File: src/rtl/ifu_flush_rsp.sv
// Fetch-side responder for the commit flush request/ack channel.
// Drains outstanding fetches, acks the flush and presents the registered redirect PC.
module ifu_flush_rsp #(
  parameter int PC_SIZE    = 32,
  parameter int OUTS_DEPTH = 2,
  parameter int CNT_W      = 3
) (
  input  logic               clk,
  input  logic               rst_n,
  input  logic               flush_req,
  input  logic [PC_SIZE-1:0] flush_add_op1,
  input  logic [PC_SIZE-1:0] flush_add_op2,
  output logic               flush_ack,
  input  logic               ifu_req_hsked,
  input  logic               ifu_rsp_hsked,
  output logic               fetch_block,
  output logic               rsp_discard,
  output logic               redirect_vld,
  output logic [PC_SIZE-1:0] redirect_pc,
  output logic [CNT_W-1:0]   outs_cnt
);

  typedef enum logic {
    IDLE  = 1'b0,
    DRAIN = 1'b1
  } state_t;

  localparam logic [CNT_W-1:0] CntMax = CNT_W'(OUTS_DEPTH);
  localparam logic [CNT_W-1:0] CntOne = CNT_W'(1);

  state_t             state_q, state_d;
  logic [CNT_W-1:0]   outs_cnt_q, outs_cnt_d;
  logic               redirect_vld_q, redirect_vld_d;
  logic [PC_SIZE-1:0] redirect_pc_q, redirect_pc_d;
  logic               drain_done;
  logic               ack_int;

  // The last outstanding response returning this cycle counts as drained.
  assign drain_done = (outs_cnt_q == '0) |
                      ((outs_cnt_q == CntOne) & ifu_rsp_hsked & ~ifu_req_hsked);

  // Outputs are masked while reset is asserted so commit never sees a spurious ack.
  assign ack_int     = flush_req & drain_done;
  assign flush_ack   = ack_int & rst_n;
  assign rsp_discard = ((state_q == DRAIN) | (flush_req & ifu_rsp_hsked)) & rst_n;
  assign fetch_block = flush_req | (state_q == DRAIN) | (outs_cnt_q == CntMax);

  always_comb begin
    outs_cnt_d = outs_cnt_q;
    if (ifu_req_hsked & ~ifu_rsp_hsked & (outs_cnt_q != CntMax)) begin
      outs_cnt_d = outs_cnt_q + CntOne;
    end else if (ifu_rsp_hsked & ~ifu_req_hsked & (outs_cnt_q != '0)) begin
      outs_cnt_d = outs_cnt_q - CntOne;
    end
  end

  always_comb begin
    state_d = state_q;
    case (state_q)
      IDLE:    if (flush_req & ~drain_done) state_d = DRAIN;
      DRAIN:   if (~flush_req | drain_done) state_d = IDLE;
      default: state_d = IDLE;
    endcase
  end

  // Redirect target is captured only on the ack handshake; carry out is dropped.
  always_comb begin
    redirect_vld_d = ack_int;
    redirect_pc_d  = redirect_pc_q;
    if (ack_int) begin
      redirect_pc_d = flush_add_op1 + flush_add_op2;
    end
  end

  always_ff @(posedge clk or negedge rst_n) begin
    if (!rst_n) begin
      state_q        <= IDLE;
      outs_cnt_q     <= '0;
      redirect_vld_q <= 1'b0;
      redirect_pc_q  <= '0;
    end else begin
      state_q        <= state_d;
      outs_cnt_q     <= outs_cnt_d;
      redirect_vld_q <= redirect_vld_d;
      redirect_pc_q  <= redirect_pc_d;
    end
  end

  assign redirect_vld = redirect_vld_q;
  assign redirect_pc  = redirect_pc_q;
  assign outs_cnt     = outs_cnt_q;

endmodule

File: config.mk
export PLATFORM = sky130hd
export DESIGN_NAME = ifu_flush_rsp
export DESIGN_NICKNAME = d
export VERILOG_FILES = /design/src/rtl/ifu_flush_rsp.sv
export SDC_FILE = /design/constraint.sdc
export NUM_CORES = 1
export LEC_CHECK = 0
export ABC_AREA = 1
export CAP_MARGIN = 25
export CORE_ASPECT_RATIO = 0.6
export CORE_MARGIN = 4
export CORE_UTILIZATION = 46
export CTS_BUF_LIST = sky130_fd_sc_hd__clkbuf_2
export DETAILED_ROUTE_END_ITERATION = 8
export PLACE_DENSITY = 0.91
export SYNTH_ARGS = -nofsm -noshare
export SYNTH_HDL_FRONTEND = slang
export SYNTH_SLANG_ARGS = --single-unit
File: constraint.sdc
create_clock -name clk -period 1.4 [get_ports clk]
set_input_delay 0.14 -clock clk [delete_from_list [all_inputs] [get_ports clk]]
set_output_delay 0.14 -clock clk [all_outputs]
set_load 0.1 [all_outputs]
Figure 1. Metal 3.
Bar = 50 microns.
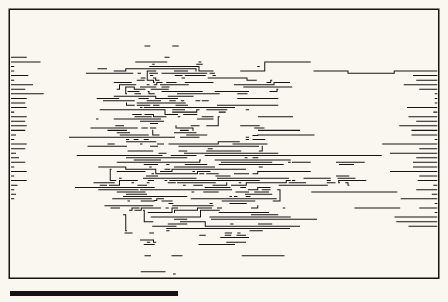
wire length on this layer	2300 microns
longest straight run	52.4 microns
nets with wire on the layer	234
main direction	horizontal
GR Util met3: 6.08%
Via Count: 5453
Total Routed Length: 16300 microns

Figure 2. Signal wires by layer.
Bar = 50 microns.
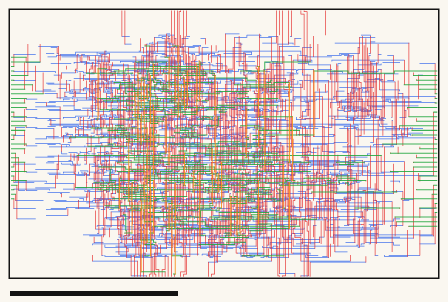
color	layer	wire length
red	met2	6940 microns
green	met3	2300 microns
orange	met4	763 microns
blue	met1	6250 microns
wire per inst: 16.8 microns
GR Util All Layers: 28.4%

Figure 3. Placement view.
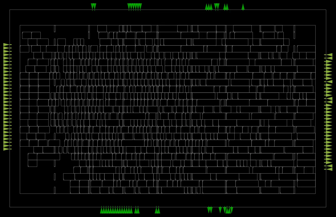
Finished Layout Cells: 968
sequential portion of the cell area: 14.1%

Figure 4. Metal 4.
Supply wires on this layer in gray.
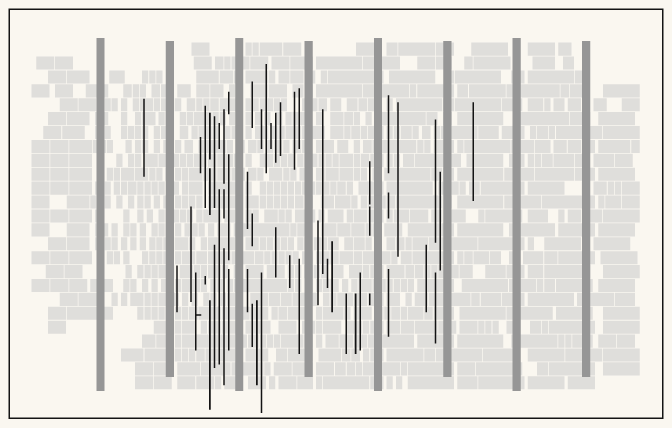
wire length on this layer	763 microns
share of all routed wire	4.7%
nets with wire on the layer	54
longest straight run	34.0 microns
main direction	vertical

Figure 5. Drive-strength map.
Bar = 50 microns.
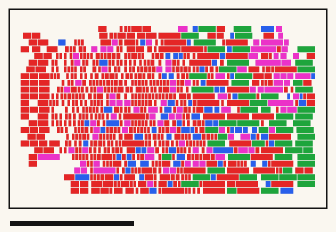
color	size	cells
blue	drive 2	75
magenta	drive 3 to 4	93
green	drive 6 and up	58
red	drive 1 or less	634
Area growth syn-to-layout: 68.9%
Worst Setup Slack, final: -539 ps
bufs w/o clock: 192
Layout Cell Area excl Fill: 6660 sq um

==> impl_metrics.yaml <==
# synthesis and place-and-route metrics
outcome:
  outcome: "finished with violations"
  violations: "setup timing"
clocking:
  clkSinkCount: 37
final_timing:
  min_period_ps: 1940
  rsz0062_at_grt: "true"
  worstMarginPinSlew_ps: 500
  slew_violations: 0
  setup_viol: 39
  fin_ws_ps: -539
flow_run:
  cap_violations: 0
synth:
  ys_sh_mux_pct: 0
  synthSimpleGateAreaFrac_pct: 43.9
floorplanning:
  die_y_microns: 79.7
  core_sq_um: 8100
grt:
  antenna_found_initial: 0
power_and_ir_drop:
  p_sw_w: 0.00718
  comb_power_share_pct: 77.5
  p_int_w: 0.00549
hold_path:
  hp-class: "input port to asynchronous set/reset pin"
critical_path:
  crit_slowest_cell: "dfrtp_4"
-- Yosys cell counts --
master,number,area share (%)
ha_1,36,11
fa_1,1,0.51
xor2_1,2,0.44
nand4_1,4,0.63
nor2_2,1,0.16
dfrtp_1,37,23
a21o_1,1,0.19
o21ai_1,7,0.89
nor2_4,1,0.29
o22ai_1,1,0.16
a31oi_4,1,0.54
inv_2,2,0.19
or2_2,5,0.79
o21bai_1,3,0.57
buf_6,1,0.29
nand3_1,53,6.7
a21oi_1,27,3.4
nand2_2,11,1.7
nor2_8,1,0.51
buf_2,4,0.51
o21ai_0,2,0.25
nor2_1,40,3.8
nand3_2,2,0.51
xnor2_1,5,1.1
or2_4,1,0.22
or2_1,1,0.16
inv_1,121,12
or2_0,1,0.16
nor3_1,5,0.63
nand2_1,284,27
buf_4,2,0.38
o221ai_1,1,0.22
nand3b_1,3,0.57
-- registers in the layout, summed over array words and instances (netlist names) --
signal	flops
redirect_vld	1
redirect_pc	32
outs_cnt	3
state_q	1
-- layer usage --
layer | vias to the layer above | global-route usage, % | wire, microns
met2 | 510 | 45.8 | 6940
met3 | 121 | 6.08 | 2290
met4 | 0 | 8.14 | 762
met5 | - | 0 | 0
met1 | 2394 | 38.5 | 6250
li1 | 2428 | - | -
-- through the flow --
step           setup TNS, ps  power [W]  setup slack, ps  instance area (sq um)  hold slack, ps
5_1_grt               -18490     0.0131             -625                   6660             326
4_1_cts               -10270     0.0116             -530                   6220             325
3_3_place_gp          -16800     0.0108             -669                   6100             231
2_1_floorplan         -10430    0.00731             -654                   4030            -156
3_5_place_dp          -19710     0.0110             -747                   6100             242
6_report              -15740     0.0127             -539                   6660             287
-- critical path, delay by kind of cell, from the launching register on --
kind	cells	cell delay, ps
flip-flops	1	540
AND/OR/NAND/NOR	3	330
AND-OR/OR-AND	1	60
adder cells (fa/ha/maj)	1	130
buffers and inverters	4	330
-- layout make-up --
class / instances / area share [%]
well taps: 108 / 2.03
multi-input cells: 500 / 42.2
flip-flops and latches: 37 / 14.1
inverters: 123 / 7.15
clock inverters: 1 / 0.0563
repair buffers: 192 / 34.0
clock buffers: 7 / 0.526
-- repair_timing --
action / CTS / global route
endpoints found under the setup margin: 39 / 42
endpoints found under the hold margin: 37 / 0
cloned: 0 / 6
hold buffers: 1 / 0
buffers inserted: 3 / 7
pin swaps: 4 / 15
resized: 13 / 74
-- worst max-delay path by stage --
stage | end | slack [ps] | cells after the start
after floorplan | flush_ack | -650 | 9
after global placement | redirect_pc[10] | -670 | 12
after detailed placement | redirect_pc[10] | -750 | 11
after CTS | flush_ack | -530 | 7
after global routing | flush_ack | -630 | 9
final | flush_ack | -540 | 9
-- logic make-up after synthesis --
family / after synthesis
DFF: 37
AOI/OAI and AO/OA: 43
buffers and inverters: 130
and+or+nand+nor: 413
adders and majority gates: 37
xor gates and xnor gates: 7
-- power by group through the flow --
stage | combinational, W | sequential, W | clock (W)
floorplan | 0.00191 | 0.00540 | 0
global placement | 0.00860 | 0.00216 | 0
detailed placement | 0.00880 | 0.00220 | 0
CTS | 0.00888 | 0.00218 | 0.000510
global route | 0.0102 | 0.00237 | 0.000565
finish | 0.00982 | 0.00233 | 0.000519
No activity file was given, so power comes from the tool's default toggle rates.
